Fig. 1: run 1, clock distribution
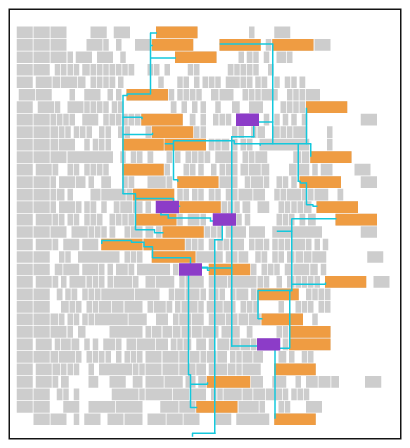
Fig. 2: run 1, clock routing
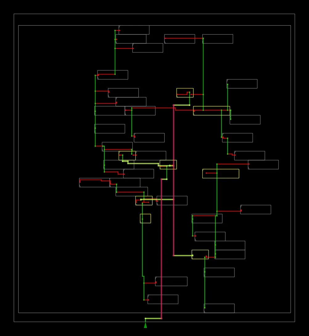
Fig. 3: run 1, sizing map
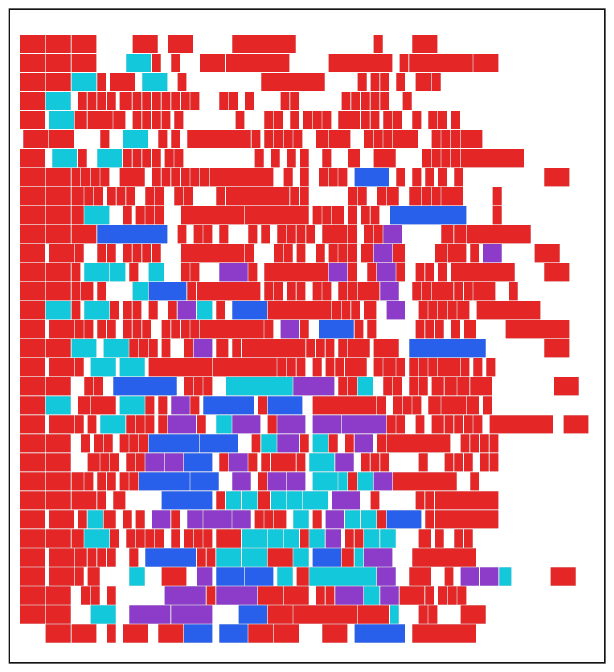
[src/rtl/logic_op_arbiter.sv]
// Nand: the primitive cell of the gate library; every other gate is built from it.
// Latency: combinational.
// Backpressure: none.
module Nand #(
    parameter int WIDTH = 8
) (
    input  logic [WIDTH-1:0] a,
    input  logic [WIDTH-1:0] b,
    output logic [WIDTH-1:0] y
);
    assign y = ~(a & b);
endmodule

// Not: a Nand with both inputs tied together.
// Latency: combinational.
// Backpressure: none.
module Not #(
    parameter int WIDTH = 8
) (
    input  logic [WIDTH-1:0] a,
    output logic [WIDTH-1:0] y
);
    Nand #(.WIDTH(WIDTH)) u_nand (.a(a), .b(a), .y(y));
endmodule

// And: a Nand followed by Not.
// Latency: combinational.
// Backpressure: none.
module And #(
    parameter int WIDTH = 8
) (
    input  logic [WIDTH-1:0] a,
    input  logic [WIDTH-1:0] b,
    output logic [WIDTH-1:0] y
);
    logic [WIDTH-1:0] n;
    Nand #(.WIDTH(WIDTH)) u_nand (.a(a), .b(b), .y(n));
    Not  #(.WIDTH(WIDTH)) u_not  (.a(n), .y(y));
endmodule

// Or: De Morgan form, Nand of the inverted inputs.
// Latency: combinational.
// Backpressure: none.
module Or #(
    parameter int WIDTH = 8
) (
    input  logic [WIDTH-1:0] a,
    input  logic [WIDTH-1:0] b,
    output logic [WIDTH-1:0] y
);
    logic [WIDTH-1:0] na;
    logic [WIDTH-1:0] nb;
    Not  #(.WIDTH(WIDTH)) u_not_a (.a(a), .y(na));
    Not  #(.WIDTH(WIDTH)) u_not_b (.a(b), .y(nb));
    Nand #(.WIDTH(WIDTH)) u_nand  (.a(na), .b(nb), .y(y));
endmodule

// Nor: an Or followed by Not.
// Latency: combinational.
// Backpressure: none.
module Nor #(
    parameter int WIDTH = 8
) (
    input  logic [WIDTH-1:0] a,
    input  logic [WIDTH-1:0] b,
    output logic [WIDTH-1:0] y
);
    logic [WIDTH-1:0] o;
    Or  #(.WIDTH(WIDTH)) u_or  (.a(a), .b(b), .y(o));
    Not #(.WIDTH(WIDTH)) u_not (.a(o), .y(y));
endmodule

// Xor: the classic four-Nand structure.
// Latency: combinational.
// Backpressure: none.
module Xor #(
    parameter int WIDTH = 8
) (
    input  logic [WIDTH-1:0] a,
    input  logic [WIDTH-1:0] b,
    output logic [WIDTH-1:0] y
);
    logic [WIDTH-1:0] n_ab;
    logic [WIDTH-1:0] n_a;
    logic [WIDTH-1:0] n_b;
    Nand #(.WIDTH(WIDTH)) u_n0 (.a(a),   .b(b),    .y(n_ab));
    Nand #(.WIDTH(WIDTH)) u_n1 (.a(a),   .b(n_ab), .y(n_a));
    Nand #(.WIDTH(WIDTH)) u_n2 (.a(b),   .b(n_ab), .y(n_b));
    Nand #(.WIDTH(WIDTH)) u_n3 (.a(n_a), .b(n_b),  .y(y));
endmodule

// logic_op_arbiter: four requesters share one gate-built bitwise unit, round-robin arbitrated.
// Latency: accept on edge T, rsp_valid from edge T+1; one transaction every 3 cycles at best.
// Backpressure: rsp_ready low parks the FSM in RESP with outputs frozen; req_ready is 0 outside IDLE.
// Ports: req_valid/req_ready/req_op/req_a/req_b per requester (packed, requester i in slice i);
//        rsp_valid/rsp_ready/rsp_id/rsp_data/rsp_err shared response channel; busy = not IDLE.
module logic_op_arbiter #(
    parameter int WIDTH = 8
) (
    input  logic               clk,
    input  logic               rst_n,
    input  logic [3:0]         req_valid,
    output logic [3:0]         req_ready,
    input  logic [11:0]        req_op,
    input  logic [4*WIDTH-1:0] req_a,
    input  logic [4*WIDTH-1:0] req_b,
    output logic               rsp_valid,
    input  logic               rsp_ready,
    output logic [1:0]         rsp_id,
    output logic [WIDTH-1:0]   rsp_data,
    output logic               rsp_err,
    output logic               busy
);
    typedef enum logic [1:0] {IDLE, EXEC, RESP} state_t;

    state_t           state;
    logic [1:0]       last_grant;
    logic [2:0]       op_q;
    logic [WIDTH-1:0] a_q;
    logic [WIDTH-1:0] b_q;

    logic [1:0]       grant_idx;
    logic             grant_any;

    // Round-robin search: first valid requester strictly after last_grant,
    // wrapping modulo 4 (the 2-bit sum wraps on its own).
    always_comb begin
        grant_any = 1'b0;
        grant_idx = 2'd0;
        for (int k = 1; k <= 4; k++) begin
            if (!grant_any && req_valid[last_grant + 2'(k)]) begin
                grant_any = 1'b1;
                grant_idx = last_grant + 2'(k);
            end
        end
    end

    // Gating with rst_n keeps the strobe low while reset is held, even if
    // a requester is already presenting valid.
    always_comb begin
        req_ready = 4'b0000;
        if (rst_n && state == IDLE && grant_any) begin
            req_ready[grant_idx] = 1'b1;
        end
    end

    // Shared unit: every function is computed from the gate library and the
    // opcode merely selects one of them.
    logic [WIDTH-1:0] and_y;
    logic [WIDTH-1:0] or_y;
    logic [WIDTH-1:0] not_y;
    logic [WIDTH-1:0] nor_y;
    logic [WIDTH-1:0] xor_y;
    logic [WIDTH-1:0] nand_y;

    And  #(.WIDTH(WIDTH)) u_and  (.a(a_q), .b(b_q), .y(and_y));
    Or   #(.WIDTH(WIDTH)) u_or   (.a(a_q), .b(b_q), .y(or_y));
    Not  #(.WIDTH(WIDTH)) u_not  (.a(a_q),          .y(not_y));
    Nor  #(.WIDTH(WIDTH)) u_nor  (.a(a_q), .b(b_q), .y(nor_y));
    Xor  #(.WIDTH(WIDTH)) u_xor  (.a(a_q), .b(b_q), .y(xor_y));
    Nand #(.WIDTH(WIDTH)) u_nand (.a(a_q), .b(b_q), .y(nand_y));

    logic [WIDTH-1:0] unit_res;
    logic             unit_err;

    always_comb begin
        unit_res = '0;
        unit_err = 1'b0;
        case (op_q)
            3'b000:  unit_res = and_y;
            3'b001:  unit_res = or_y;
            3'b010:  unit_res = not_y;
            3'b011:  unit_res = nor_y;
            3'b100:  unit_res = xor_y;
            3'b101:  unit_res = nand_y;
            default: unit_err = 1'b1;
        endcase
    end

    always_ff @(posedge clk or negedge rst_n) begin
        if (!rst_n) begin
            state      <= IDLE;
            last_grant <= 2'd3;
            op_q       <= 3'b000;
            a_q        <= '0;
            b_q        <= '0;
            rsp_id     <= 2'd0;
            rsp_data   <= '0;
            rsp_err    <= 1'b0;
        end else begin
            case (state)
                IDLE: begin
                    if (grant_any) begin
                        op_q       <= req_op[3*int'(grant_idx) +: 3];
                        a_q        <= req_a[WIDTH*int'(grant_idx) +: WIDTH];
                        b_q        <= req_b[WIDTH*int'(grant_idx) +: WIDTH];
                        rsp_id     <= grant_idx;
                        last_grant <= grant_idx;
                        state      <= EXEC;
                    end
                end
                EXEC: begin
                    rsp_data <= unit_res;
                    rsp_err  <= unit_err;
                    state    <= RESP;
                end
                RESP: begin
                    // Always back through IDLE so arbitration sees a full cycle.
                    if (rsp_ready) begin
                        state <= IDLE;
                    end
                end
                default: state <= IDLE;
            endcase
        end
    end

    assign rsp_valid = (state == RESP);
    assign busy      = (state != IDLE);
endmodule

[config.mk]
export PLATFORM = sky130hd
export DESIGN_NAME = logic_op_arbiter
export DESIGN_NICKNAME = d
export VERILOG_FILES = /design/src/rtl/logic_op_arbiter.sv
export SDC_FILE = /design/constraint.sdc
export NUM_CORES = 1
export LEC_CHECK = 0
export ABC_AREA = 1
export CORE_ASPECT_RATIO = 1.1
export CORE_UTILIZATION = 43
export CTS_CLUSTER_SIZE = 12
export DETAILED_ROUTE_END_ITERATION = 12
export PLACE_DENSITY = 0.87
export SYNTH_ARGS = -nofsm -noshare
export SYNTH_HDL_FRONTEND = slang
export SYNTH_HIERARCHICAL = 1
export SYNTH_SLANG_ARGS = --single-unit
[constraint.sdc]
create_clock -name clk -period 1.7 [get_ports clk]
set_input_delay 0.17 -clock clk [delete_from_list [all_inputs] [get_ports clk]]
set_output_delay 0.17 -clock clk [all_outputs]
set_load 0.03 [all_outputs]
==> ci_impl_report.md, run 1 <==
### Yosys + OpenROAD results

| Metric | Value |
|---|---|
| Status | finished, violations left |
| Failing checks | setup timing |
| Final worst setup slack | -696 ps |
| Routed length on met1 | approximately 4.4 mm |
| Worst vdd ir | around 1.5 mV |
| Filler cells | 530 |
| Unrepaired setup endpoints after global routing | true |
| Io pins | approximately 100 |
| Nets@finish | 767 |
| Pre-CTS setup slack | -441 ps |
| # setup viols final | 27 |
| Largest cells by area | nand2_1 (42%), dfrtp_1 (25%), nand3_2 (6.5%) |
| First-pass GRT wire length | 16.1 mm |
| I/O Buffers | between 90 and 100 |
| Crit path capture type | primary output |
| NetSw | ~6400 uW |
| Final min period | 2400 ps |
| Sequential area share after synthesis | a little over a quarter |
| Final cell count without fillers | around 770 |
| Grt met3 use | just over 2% |
| Routing usage on met2 | ~42% |
| Post-Synth Simple-Gate Area | between 50% and 60% |
| Layout cells sized above 1 | about a fifth |
| Main logic family | simple AND/OR/NAND/NOR gates |
| Yosys warnings | 6 |
Notes on Fig. 1 above:
legend:
  flip-flops:
    colour: orange
    count: 34
  clock wires:
    colour: cyan
    length: 499 um
  clock-net drivers:
    colour: purple
    count: 5
routed clock nets: 6
clock network power: 924 uW
setup skew after layout: 8.05 ps

Notes on Fig. 2 above:
clock sinks: 34
cts bufs inserted: 5

Notes on Fig. 3 above:
legend:
  x3 and x4:
    colour: purple
    cells: 46
    share: 6.7%
  x1 and smaller:
    colour: red
    cells: 555
    share: 81%
  x6 and larger:
    colour: blue
    cells: 25
    share: 3.6%
  x2:
    colour: cyan
    cells: 59
    share: 8.6%
Finished Cell Area: 0.00496 mm^2
area grow syn2layout: 52.4%
nonclk buf count: 141
final worst setup slack: -696 ps

run 1: cell type report:
cell class              instances  share of cell area, %
inverters                      20                   1.66
multi-input cells             482                   46.9
clock buffers                   5                   1.39
repair buffers                141                   29.3
well taps                      85                   2.14
clock inverters                 3                   1.39
flip-flops and latches         34                   17.2
run 1: final timing paths:
| kind | startpoint | to | slack [ps] |
|---|---|---|---|
| worst max-delay path | last_grant[0] | req_ready[3] | -700 |
| worst min-delay path | rsp_ready | state[1] | 430 |
| worst max register to register | last_grant[0] | a_q[3] | -640 |
| worst min register to register | rsp_id[1] | rsp_id[1] | 490 |
| max in group asynchronous | rst_n | last_grant[0] | 860 |
| min in group asynchronous | rst_n | rsp_data[4] | 490 |
==> run 2: changes to the inputs <==
Settings changed: GPL_ROUTABILITY_DRIVEN set to 0.
Fig. 4: run 2, clock routing
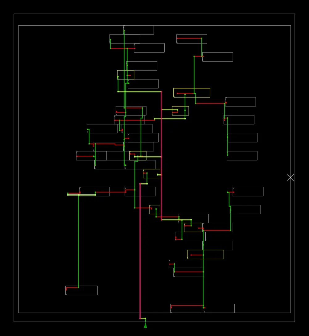
setup skew after layout: 16.4 ps
seq_cells: 34
later-pin clock latency in the skew report: 310 ps
clock network power: 941 uW

==> run 2 against run 1 <==
The run ends with DRC, setup timing left. Sequential cell count unchanged. Worst setup slack worse by 16 ps. Combinational power up 2%. Clock skew up 8.3 ps. Global-route usage up 2.0 points. Worst hold slack gained 14 ps. Non-clock buffer count rose by 1. Routed wire length up 9.6%. Via count rose by 6.9%. Critical endpoint unchanged. Largest cell class unchanged. Highest routed layer unchanged.
==> ci_impl_report.md, run 2 <==
### Yosys + OpenROAD results

| Metric | Value |
|---|---|
| Failing checks | DRC, setup timing |
| # setup viols final | 28 |
| Area grow syn2layout | 51.7% |
| Pre-CTS setup slack | -397 ps |
| Nonclk buf count | approximately 140 |
| First-pass GRT wire length | ~17 mm |
| Worst Hold End | state[1] |
| Critical Path Sink | req_ready[3] |
| Filler cells | 531 |
| Clock network area share | under 10% |
| Final cell count without fillers | ~770 |
| Cts bufs inserted | 5 |
| Non-clk buf share | 29.0% |
| Yosys warnings | 6 |
| Finished Cell Area | approximately 0.0049 mm^2 |
| Final worst setup slack | -712 ps |
| Status | finished, violations left |
| Final min period | approximately 2400 ps |
| Layout cells sized above 1 | 18.4% |
| Num tapcells | ~85 |
| Critical R2R Launch | last_grant[0] |
| Hold Startpoint | rsp_ready |
| Routing usage on met2 | around 48% |
| Grt met3 use | 2.65% |
| Worst r2r dst | a_q[6] |
| Top cell class by occupied area | multi-input combinational cells |
| Worst vdd ir | 1.22 mV |
| Unrepaired setup endpoints after global routing | true |
| DR DRC count | 1 |
| Crit path from | last_grant[0] |
| Routed length on met1 | ~4.2 mm |
Fig. 5: run 2, clock distribution
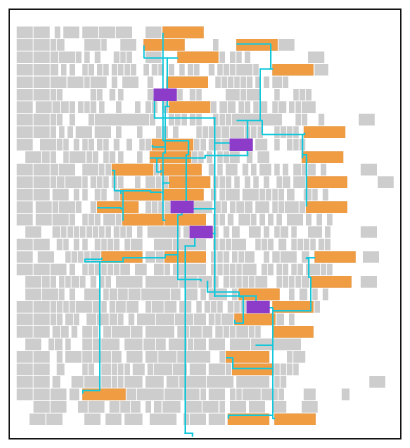
legend:
  flip-flops:
    colour: orange
    count: 34
  clock-net drivers:
    colour: purple
    count: 5
  clock wires:
    colour: cyan
    length: 536 um
routed clock nets: 6
clock share of power: 7.6%

run 2: repair_timing:
action | 4_1_cts | 5_1_grt
gates resized | 26 | 21
endpoints found under the setup margin | 29 | 30
buffers inserted | 12 | 3
endpoints found under the hold margin | 32 | 0
hold buffers | 1 | 0
pin swaps | 21 | 11
cloned | 2 | 0
run 2: critical path, cell delays in order (launching register included):
cell     delay, ps
dfstp_2        600
inv_4           80
nand2_1        120
nand2_2         90
nand2_1         80
nand2_1         70
nand2_2         90
nand2_4         70
nor2_4         110
nand2_4         70
nand2_4         80
buf_12         120
inv_6           40
nor3_4         160
buf_6          150
run 2: cells by family after synthesis:
family,Yosys count,synth area share (%)
buffers and inverters,42,7.69
flip-flops,34,26.2
AND-OR/OR-AND,30,6.73
AND/OR/NAND/NOR,452,59.4
==> run 3: changes to the inputs <==
Settings changed: CORE_ASPECT_RATIO 1.1 to 0.8.
Fig. 6: run 3, clock distribution
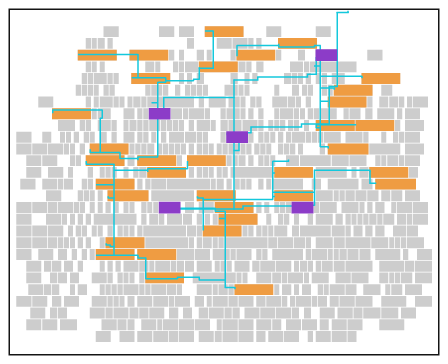
legend:
  flip-flops:
    colour: orange
    count: 34
  clock-net drivers:
    colour: purple
    count: 5
  clock wires:
    colour: cyan
    length: 572 um
routed clock nets: 6
clock share of power: 6.6%
setup skew after layout: 13.3 ps
clock network power: 952 uW

==> run 3 against run 2 <==
The flow finishes with violations (setup timing). Routed wire length increased by 12%. Non-clock buffer count decreased by 2. Sequential share of layout area decreased by 0.88 points. Sequential power about the same. Via count increased by 2.7%. Worst setup slack got worse by 5.2 ps. Sequential cell count unchanged. Critical path type unchanged. Largest power group unchanged.
==> ci_impl_report.md, run 3 <==
### Yosys + OpenROAD results

| Metric | Value |
|---|---|
| Crit path from | last_grant[0] |
| Failing checks | setup timing |
| # setup viols final | 28 |
| First-pass GRT wire length | 18.7 mm |
| Grt met3 use | 4.55% |
| Status | finished, violations left |
| Crit path largest cell delay | approximately 600 ps |
| Nets@finish | 766 |
| Pre-CTS setup slack | -375 ps |
| Final worst setup slack | -717 ps |
| Area grow syn2layout | 60.1% |
| Io pins | about 100 |
| Routed length on met1 | ~4.7 mm |
| Largest cells by area | nand2_1 (42%), dfrtp_1 (25%), nand3_2 (6.5%) |
| Crit-path cells | inv_4, nand2_2, nand2_2, nand2_1, nand2_2, nor2_4, nand3_4, nand2_4, nand2_4, buf_12, nor3_4, buf_6 |
| Layout cells sized above 1 | 23.7% |
| CP most frequent cell | nand2_2 |
| Worst vdd ir | 1.51 mV |
| Crit path max-delay family | simple AND/OR/NAND/NOR gates |
| Final cell count without fillers | between 700 and 800 |
| CP Buf/Inv Count | 3 |
| Yosys warnings | 6 |
| I/O Buffers | ~100 |
Fig. 7: run 3, clock routing
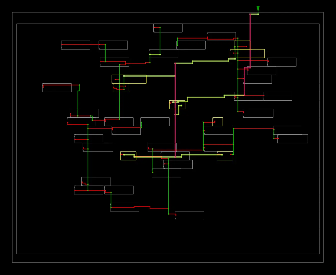
clkbuf count: 5

-- run 3: cell counts after synthesis --
No cell type changed its count.
-- run 3: area by class of cell --
type / instances / area (um^2) / area share [%]
multi-input cells: 482 / 2460 / 47.1
repair buffers: 140 / 1570 / 30.1
flip-flops and latches: 34 / 855 / 16.4
well taps: 87 / 109 / 2.09
inverters: 20 / 87.6 / 1.68
clock buffers: 5 / 68.8 / 1.32
clock inverters: 3 / 68.8 / 1.32
-- run 3: logic make-up (layout without fill, tap and decap cells) --
logic type             count (synthesis)  in the layout  share of synthesized area (%)
AND-OR/OR-AND                         30             30                           6.73
buffers and inverters                 42            168                           7.69
flip-flops                            34             34                           26.2
AND/OR/NAND/NOR                      452            452                           59.4
Power figures rest on the tool's default switching activity, not on a simulated workload.
